==> src/rtl/i2c_seq_pkg.sv <==
// i2c_seq_pkg: state encoding, error codes and default init list shared by the sensor sequencer
package i2c_seq_pkg;
  typedef enum logic [3:0] {
    S_IDLE, S_WR_REG, S_WR_VAL, S_WR_STOP, S_READY, S_PTR, S_RD, S_RD_TAIL, S_ABORT
  } state_t;
  localparam logic [1:0] ERR_NONE = 2'b00;
  localparam logic [1:0] ERR_NACK = 2'b01;
  localparam logic [1:0] ERR_TIMEOUT = 2'b10;
  localparam int INIT_MAX = 8;
  localparam logic [15:0] INIT_PAIRS [INIT_MAX] = '{
    16'h6B00, 16'h1C00, 16'h0000, 16'h0000, 16'h0000, 16'h0000, 16'h0000, 16'h0000
  };
endpackage

==> src/rtl/i2c_init_rom.sv <==
// i2c_init_rom: index to {register, value} lookup for the sensor init list
module i2c_init_rom import i2c_seq_pkg::*; (
  input  logic [2:0] idx,
  output logic [7:0] addr,
  output logic [7:0] val
);
  // Pure table lookup so the init list can change without touching the sequencer
  always_comb {addr, val} = INIT_PAIRS[idx];
endmodule

==> src/rtl/i2c_sensor_sequencer.sv <==
// i2c_sensor_sequencer: drives the byte-level I2C master through sensor init and burst-read frames
module i2c_sensor_sequencer import i2c_seq_pkg::*; #(
  parameter int N_READ = 14,
  parameter logic [7:0] READ_REG = 8'h3B,
  parameter int INIT_LEN = 2,
  parameter int TIMEOUT = 200000
) (
  input  logic                clk,
  input  logic                reset,
  input  logic                start,
  input  logic                trigger,
  output logic                busy,
  output logic                ready,
  output logic                frame_valid,
  output logic [8*N_READ-1:0] frame_data,
  output logic                error,
  output logic [1:0]          err_code,
  output logic [7:0]          m_data_in,
  output logic                m_write_enable,
  output logic                m_read_enable,
  output logic                m_sync_reset,
  input  logic [7:0]          m_data_out,
  input  logic                m_queued,
  input  logic                m_data_valid,
  input  logic                m_nack,
  input  logic                m_stop
);
  localparam logic [3:0] ILEN = 4'(INIT_LEN);
  localparam logic [4:0] NR = 5'(N_READ);
  localparam logic [19:0] WD_MAX = 20'(TIMEOUT - 1);
  state_t state, state_q;
  logic [2:0] idx, rom_idx;
  logic [7:0] rom_addr, rom_val;
  logic [4:0] rd_q, rd_v;
  logic [8*N_READ-1:0] shadow;
  logic [19:0] wd, wd_cnt;
  logic stop_d, stop_rise, init_run, expire;
  assign busy = !(state inside {S_IDLE, S_READY});
  assign ready = state == S_READY;
  assign rom_idx = (state == S_WR_STOP) ? idx + 3'd1 : (state inside {S_WR_REG, S_WR_VAL}) ? idx : 3'd0;
  assign wd_cnt = (state != state_q) ? 20'd0 : wd;
  assign expire = busy && wd_cnt == WD_MAX;
  i2c_init_rom u_rom (.idx(rom_idx), .addr(rom_addr), .val(rom_val));
  // Stop edge detection and per-state watchdog that restarts whenever the state changes
  always_ff @(posedge clk or posedge reset)
    if (reset) begin
      state_q <= S_IDLE;
      wd <= '0;
      stop_d <= 1'b0;
      stop_rise <= 1'b0;
    end else begin
      state_q <= state;
      wd <= busy ? wd_cnt + 20'd1 : 20'd0;
      stop_d <= m_stop;
      stop_rise <= m_stop & ~stop_d;
    end
  // Sequencer FSM; each output is set on the transition that needs it
  always_ff @(posedge clk or posedge reset)
    if (reset) begin
      state <= S_IDLE;
      idx <= '0;
      rd_q <= '0;
      rd_v <= '0;
      shadow <= '0;
      init_run <= 1'b0;
      frame_valid <= 1'b0;
      frame_data <= '0;
      error <= 1'b0;
      err_code <= ERR_NONE;
      m_data_in <= '0;
      m_write_enable <= 1'b0;
      m_read_enable <= 1'b0;
      m_sync_reset <= 1'b0;
    end else begin
      frame_valid <= 1'b0;
      m_sync_reset <= 1'b0;
      if ((state inside {S_RD, S_RD_TAIL}) && m_data_valid && rd_v != NR) begin
        for (int k = 0; k < N_READ; k++) if (rd_v == 5'(k)) shadow[8*k +: 8] <= m_data_out;
        rd_v <= rd_v + 5'd1;
      end
      if (expire) begin
        state <= S_IDLE;
        init_run <= 1'b0;
        m_sync_reset <= 1'b1;
        m_write_enable <= 1'b0;
        m_read_enable <= 1'b0;
        error <= 1'b1;
        err_code <= ERR_TIMEOUT;
      end else if (busy && state != S_ABORT && m_nack) begin
        state <= S_ABORT;
        m_write_enable <= 1'b0;
        m_read_enable <= 1'b0;
        error <= 1'b1;
        err_code <= ERR_NACK;
      end else begin
        case (state)
          S_IDLE, S_READY:
            if (start) begin
              state <= S_WR_REG;
              idx <= '0;
              init_run <= 1'b1;
              m_data_in <= rom_addr;
              m_write_enable <= 1'b1;
              error <= 1'b0;
              err_code <= ERR_NONE;
            end else if (trigger && state == S_READY) begin
              state <= S_PTR;
              m_data_in <= READ_REG;
              m_write_enable <= 1'b1;
              error <= 1'b0;
              err_code <= ERR_NONE;
            end
          S_WR_REG:
            if (m_queued) begin
              state <= S_WR_VAL;
              m_data_in <= rom_val;
            end
          S_WR_VAL:
            if (m_queued) begin
              state <= S_WR_STOP;
              m_write_enable <= 1'b0;
            end
          S_WR_STOP:
            if (stop_rise) begin
              if ({1'b0, idx} + 4'd1 < ILEN) begin
                idx <= idx + 3'd1;
                state <= S_WR_REG;
                m_data_in <= rom_addr;
                m_write_enable <= 1'b1;
              end else begin
                state <= S_READY;
                init_run <= 1'b0;
              end
            end
          S_PTR:
            if (m_queued) begin
              state <= S_RD;
              m_write_enable <= 1'b0;
              m_read_enable <= 1'b1;
              rd_q <= '0;
              rd_v <= '0;
            end
          S_RD: begin
            if (m_queued) rd_q <= rd_q + 5'd1;
            if (rd_q == NR) begin
              m_read_enable <= 1'b0;
              state <= S_RD_TAIL;
            end
          end
          S_RD_TAIL:
            if (stop_rise) begin
              state <= S_READY;
              if (rd_v == NR) begin
                frame_data <= shadow;
                frame_valid <= 1'b1;
              end else begin
                error <= 1'b1;
                err_code <= ERR_NACK;
              end
            end
          S_ABORT:
            if (stop_rise) begin
              state <= init_run ? S_IDLE : S_READY;
              init_run <= 1'b0;
            end
          default: state <= S_IDLE;
        endcase
      end
    end
endmodule
==> config.mk <==
export PLATFORM = sky130hd
export DESIGN_NAME = i2c_sensor_sequencer
export DESIGN_NICKNAME = d
export VERILOG_FILES = /design/src/rtl/i2c_seq_pkg.sv /design/src/rtl/i2c_init_rom.sv /design/src/rtl/i2c_sensor_sequencer.sv
export SDC_FILE = /design/constraint.sdc
export NUM_CORES = 1
export LEC_CHECK = 0
export CORE_ASPECT_RATIO = 0.6
export CORE_UTILIZATION = 50
export CTS_CLUSTER_SIZE = 12
export DETAILED_ROUTE_END_ITERATION = 7
export PLACE_DENSITY = 0.76
export SYNTH_ARGS = -nofsm -noshare
export SYNTH_HDL_FRONTEND = slang
export SYNTH_HIERARCHICAL = 1
export SYNTH_SLANG_ARGS = --single-unit
export TNS_END_PERCENT = 5
==> constraint.sdc <==
create_clock -name clk -period 10.2 [get_ports clk]
set_input_delay 2.55 -clock clk [delete_from_list [all_inputs] [get_ports clk]]
set_output_delay 2.55 -clock clk [all_outputs]
set_load 0.02 [all_outputs]
==> images/clocks.png <==
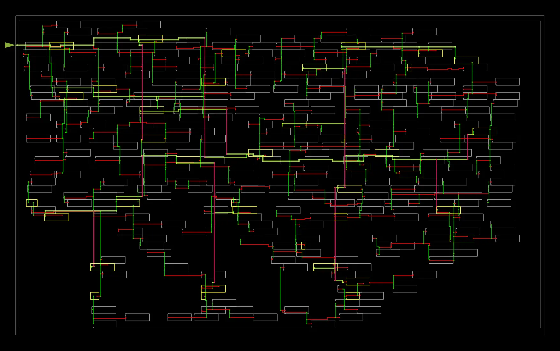
CTS sink count: 283
clk_lat worst skew: 0.54 ns
TritonCTS Buffers: 29

==> summary.txt <==
Worst-path clk slew: 0.06 ns
Seq. cell area: 7080 um^2
Hold path cells: 1
RSZ-0062 raised after global routing: no
DR DRC count: 0
Ys async rst share: 100%
GR Util met3: 5.06%
Area leader share: 59.3%
Worst setup SP type: flip-flop
Placed inst area: 13600 um^2
CP max FO: 29
Cells after synthesis: 875
Routed met2 length: 10800 um
Slew of the pin with the lowest slew margin: 1.14 ns
Post_cts resized: 0
Overall Power: 2.69 mW
Met3 WL post-DR: 1730 um
Status: finished clean
Crit. Startpoint: state[1]
Hold WS: 0.403 ns
XOR/XNOR Area Share: 1.61%
Worst Skew: 0.0102 ns
# diodes: 0
Inverters excl. clock: 12
Number of vias per cell: 5.51
Clk root buf: clkbuf_16
Main logic family after synthesis: multiplexers
Number of sequential cells: 283
Multi-input combinational cell area: 4500 um^2
Tool warning count: 32
Core Area: 23200 um^2
GRT met1 Usage: 33.9%
Max_cap viols: 0
Clock-cell share: 5.54%
Power per cell area: 187 nW/um^2
Biggest Area Class: flip-flops and latches
Switching share of power: 28.2%
Worst rel slew slack: 23.9%
Die area: 24500 um^2
FF-to-FF Start: state[1]
Layer with the highest usage: met1
Placed Cells: 1293
Top Layout Cells: dfrtp_1, mux2_2, clkdlybuf4s50_1, mux2_1, nor2_1
Slowest CP cell: clkdlybuf4s50_1
Largest cells by area after synthesis: dfrtp_1, mux2_2, mux2_1
First-pass GRT wire length: 41500 um
Clock Path Buffers: 3
Tap Cells: 315
Min-Delay Path Class: flip-flop to flip-flop
Vias in the first global route: 7291
Final Hold Vio Count: 0
Yosys chip area: 11900 um^2
Comb pwr: 504 uW
Simple share: 8.48%
Distinct cells, synth: 64
Sum of negative setup slack: 0 ns
Number of synthesis warnings: 6
Seq pwr share: 46.7%
Synth area leader: dfrtp_1
DR vias: 7333
Mux area share: 22.6%
Yosys cell count: 875
Fraction of area in multi-input gates: 31.4%
WP buf/inv: 2
Total track usage: 21.7%
Comb gates: 529
Switching pwr: 758 uW
Remaining antenna violation count: 0
Post-synth seq share: 59.3%
Internal Power: 1.93 mW
Worst path cell trace: buf_4 -> nor2_1 -> and3_1 -> clkdlybuf4s50_1
Most numerous logic cell after layout: dfrtp_1
Top cells by count: dfrtp_1, mux2_2, mux2_1
Seq cells post-synth: 283
Syn_area_per_cell: 13.7 um^2
==> images/io_fan.png <==
Scale: 2 px per um.
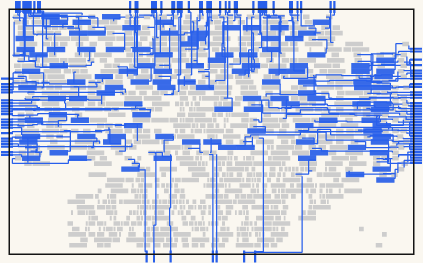
legend:
  blue:
    port: frame_data
    bits: 112
    direction: output
    edge: 47 north, 36 east, 22 west, 7 south
    end_cells: 112
    buffers: 112
    wire: 4830 um
Port Buffers: 144
num ports: 145

Power is estimated from default activity; no workload was simulated.
